### config.mk
export PLATFORM = sky130hd
export DESIGN_NAME = pc_fetch_unit
export DESIGN_NICKNAME = d
export VERILOG_FILES = /design/src/rtl/pc_fetch_unit.sv
export SDC_FILE = /design/constraint.sdc
export NUM_CORES = 1
export LEC_CHECK = 0
export ABC_AREA = 1
export ABC_CLOCK_PERIOD_IN_PS = 1300
export CAP_MARGIN = 10
export CORE_UTILIZATION = 38
export CTS_CLUSTER_DIAMETER = 50
export DETAILED_ROUTE_END_ITERATION = 8
export GPL_TIMING_DRIVEN = 1
export PLACE_DENSITY = 0.8
export SYNTH_ARGS = -nofsm -noshare
export SYNTH_HDL_FRONTEND = slang
export SYNTH_SLANG_ARGS = --single-unit
### constraint.sdc
create_clock -name clk -period 1.3 [get_ports clk]
set_input_delay 0.26 -clock clk [delete_from_list [all_inputs] [get_ports clk]]
set_output_delay 0.26 -clock clk [all_outputs]
set_load 0.05 [all_outputs]
### src/rtl/pc_fetch_unit.sv
// ---------------------------------------------------------------------------
// pc_fetch_unit
//
// Instruction-fetch front end. It holds the program counter and issues one
// request at a time to instruction memory. Each returned word is presented
// to decode together with its PC, and decode can hold it with a stall.
// Branch and jump redirects from later stages replace the sequential PC+STEP
// path.
//
// Optional feature macro: PC_ALIGN_CHECK_EN
//   Defined   : a redirect to a target whose low two bits are non-zero parks
//               the unit in HALTED. It also raises a sticky `misalign` flag
//               and leaves pc unchanged.
//   Undefined : targets are used as given and `misalign` is tied low.
//
// Parameters
//   RESET_PC      PC loaded on reset
//   PC_STEP       sequential increment
//
// Ports
//   clk           rising-edge clock
//   rst           synchronous active-high reset
//   stall         decode cannot accept the presented instruction
//   branch_taken  redirect to branch_target
//   branch_target branch destination
//   jump          redirect to jump_target (wins over branch)
//   jump_target   jump destination
//   halt          stop fetching, sticky until reset
//   imem_req      fetch request, held until imem_ack
//   imem_addr     fetch address (current pc)
//   imem_ack      memory returns data this cycle
//   imem_rdata    instruction word, valid with imem_ack
//   if_valid      if_pc/if_instr hold a valid instruction
//   if_pc         PC of the presented instruction
//   if_instr      presented instruction word
//   halted        unit is in HALTED
//   misalign      misaligned redirect seen (alignment check builds only)
// ---------------------------------------------------------------------------
module pc_fetch_unit #(
  parameter logic [31:0] RESET_PC = 32'h0000_0000,
  parameter logic [31:0] PC_STEP  = 32'd4
) (
  input  logic        clk,
  input  logic        rst,
  input  logic        stall,
  input  logic        branch_taken,
  input  logic [31:0] branch_target,
  input  logic        jump,
  input  logic [31:0] jump_target,
  input  logic        halt,
  output logic        imem_req,
  output logic [31:0] imem_addr,
  input  logic        imem_ack,
  input  logic [31:0] imem_rdata,
  output logic        if_valid,
  output logic [31:0] if_pc,
  output logic [31:0] if_instr,
  output logic        halted,
  output logic        misalign
);

  localparam logic [1:0] ST_IDLE   = 2'd0;
  localparam logic [1:0] ST_REQ    = 2'd1;
  localparam logic [1:0] ST_VALID  = 2'd2;
  localparam logic [1:0] ST_HALTED = 2'd3;

  logic [1:0]  state_q, state_d;
  logic [31:0] pc_q, pc_d;
  logic [31:0] if_pc_q, if_pc_d;
  logic [31:0] if_instr_q, if_instr_d;

  logic        redirect;
  logic [31:0] redirect_target;
  logic        target_misaligned;

  // Jump outranks branch when both arrive in the same cycle.
  always_comb begin
    redirect        = jump | branch_taken;
    redirect_target = jump ? jump_target : branch_target;
  end

`ifdef PC_ALIGN_CHECK_EN
  always_comb begin
    target_misaligned = (redirect_target[1:0] != 2'b00);
  end
`else
  always_comb begin
    target_misaligned = 1'b0;
  end
`endif

  // Next-state logic. The order of tests gives the priority
  // halt > redirect > ack > stall. A redirect in REQ overrides a
  // simultaneous ack, so that ack's data is dropped. A redirect in VALID
  // flushes the presented word even while stalled.
  always_comb begin
    state_d    = state_q;
    pc_d       = pc_q;
    if_pc_d    = if_pc_q;
    if_instr_d = if_instr_q;
    if (state_q != ST_HALTED) begin
      if (halt) begin
        state_d = ST_HALTED;
      end else if (redirect) begin
        if (target_misaligned) begin
          state_d = ST_HALTED;
        end else begin
          pc_d    = redirect_target;
          state_d = ST_REQ;
        end
      end else begin
        case (state_q)
          ST_IDLE: state_d = ST_REQ;
          ST_REQ: begin
            if (imem_ack) begin
              if_instr_d = imem_rdata;
              if_pc_d    = pc_q;
              pc_d       = pc_q + PC_STEP;
              state_d    = ST_VALID;
            end
          end
          ST_VALID: begin
            if (!stall) begin
              state_d = ST_REQ;
            end
          end
          default: state_d = state_q;
        endcase
      end
    end
  end

  always_ff @(posedge clk) begin
    if (rst) begin
      state_q    <= ST_IDLE;
      pc_q       <= RESET_PC;
      if_pc_q    <= 32'h0;
      if_instr_q <= 32'h0;
    end else begin
      state_q    <= state_d;
      pc_q       <= pc_d;
      if_pc_q    <= if_pc_d;
      if_instr_q <= if_instr_d;
    end
  end

`ifdef PC_ALIGN_CHECK_EN
  logic misalign_q, misalign_d;

  // Sticky flag. It sets only when a misaligned redirect actually takes
  // effect, meaning the unit is not already halted and no halt is pending.
  always_comb begin
    misalign_d = misalign_q |
                 ((state_q != ST_HALTED) && !halt && redirect && target_misaligned);
  end

  always_ff @(posedge clk) begin
    if (rst) begin
      misalign_q <= 1'b0;
    end else begin
      misalign_q <= misalign_d;
    end
  end

  assign misalign = misalign_q;
`else
  assign misalign = 1'b0;
`endif

  // Moore outputs: decoded from state or driven straight from flops.
  assign imem_req  = (state_q == ST_REQ);
  assign imem_addr = pc_q;
  assign if_valid  = (state_q == ST_VALID);
  assign halted    = (state_q == ST_HALTED);
  assign if_pc     = if_pc_q;
  assign if_instr  = if_instr_q;

endmodule

### Routed metal, one colour a layer

Drawn at 3 px/um. Two of the layers only.
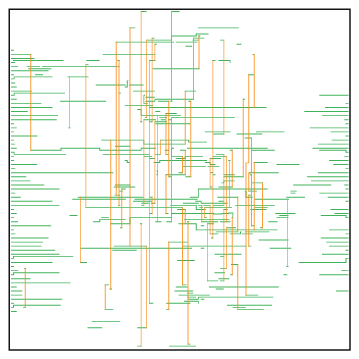
colour	layer	wire length
green	metal 3	2160 um
orange	metal 4	1530 um

### The metal 1 layer

Drawn at 3 px/um. Supply wires on this layer in grey.
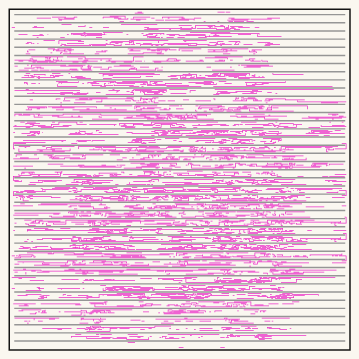
share of all routed wire	35%
main direction	horizontal
wire length on this layer	8040 um
longest straight run	47.4 um
nets with wire on the layer	916

### Selected gate families

Drawn at 4 px/um.
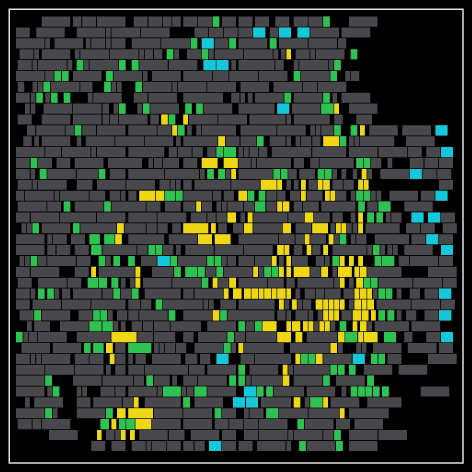
colour	family	cells	most used
green	aoi and oai cells	158	o21ai_0
cyan	non-inverting ao/oa cells	25	a22o_1
yellow	nand cells	133	nand2_1

==> out/qor.tcl <==
set qor(chipHeight_um) 113
set qor(ir_drop_v) 0.000732
set qor(drtIter0Drc) 608
set qor(crit_start) {state_q[0]}
set qor(clock_tree_from_tritoncts) {done}
set qor(yosys.area.top_type_share) 0.419
set qor(design.final.nets) 1055
set qor(run_status) {complete, but fails checks}
set qor(post_dp_cell_area_um2) 8450
set qor(synthAdderAreaFrac) 0.00267
set qor(power_uw) 8590
set qor(mux_share) 0
set qor(power_leader) {sequential cells}
set qor(grt_antenna_before_repair) 0
set qor(setup_ws_ns) -0.216
set qor(yosys_warnings) 0
set qor(chipArea_um2) 12800
set qor(synth_top_cell_by_count) {sky130_fd_sc_hd__nor2_1}
set qor(report.final.setup_viol) 95
set qor(share_comb_of_total_power) 0.282
set qor(leakage_power_total_uw) 0.00404
set qor(violations) {negative setup slack}
set qor(worstHoldPathType) {in2reg}
set qor(layout-drive-gt1-share) 0.383
set qor(synth_flops) 98
set qor(hold_buffers) 0
set qor(floorplan.tapcells) 147
set qor(final_cells) 1103
set qor(non_clock_buffer_count) 295
set qor(grt.overflow.total) 0
set qor(crit_path_top_delay_cell) {sky130_fd_sc_hd__dfxtp_2}
set qor(asyncSetResetFlopFracSynth) 0
set qor(buffer_area_frac) 0.427
set qor(maxClockFrequency_mhz) 660
set qor(stdcell_area_um2) 9750
### Layout detail

Region (42, 64) to (72, 94) um. Cells in grey, sequential cells in the stronger grey; small squares are vias.
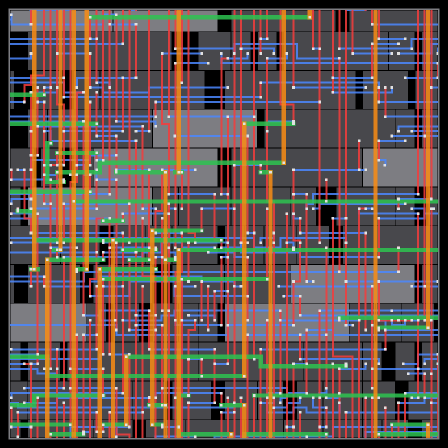
colour	layer
orange	metal 4
red	metal 2
green	metal 3
blue	metal 1
cells with their middle in the window	79
sequential cells in the window	9
most frequent	nor2_1 (10), o21ai_0 (7), buf_12 (7)
netlist names of flops here include	imem_addr (5), if_pc (3)

### Routing congestion map

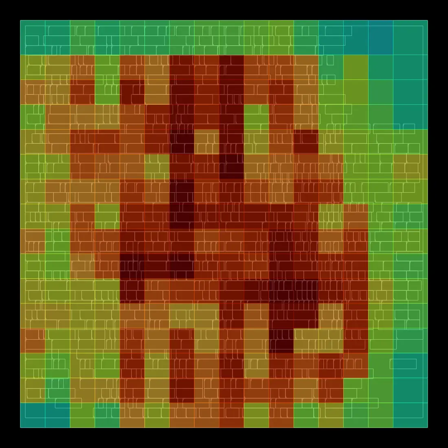
GR met2 Demand/Resource: 0.526
wire per inst: 20.9 um

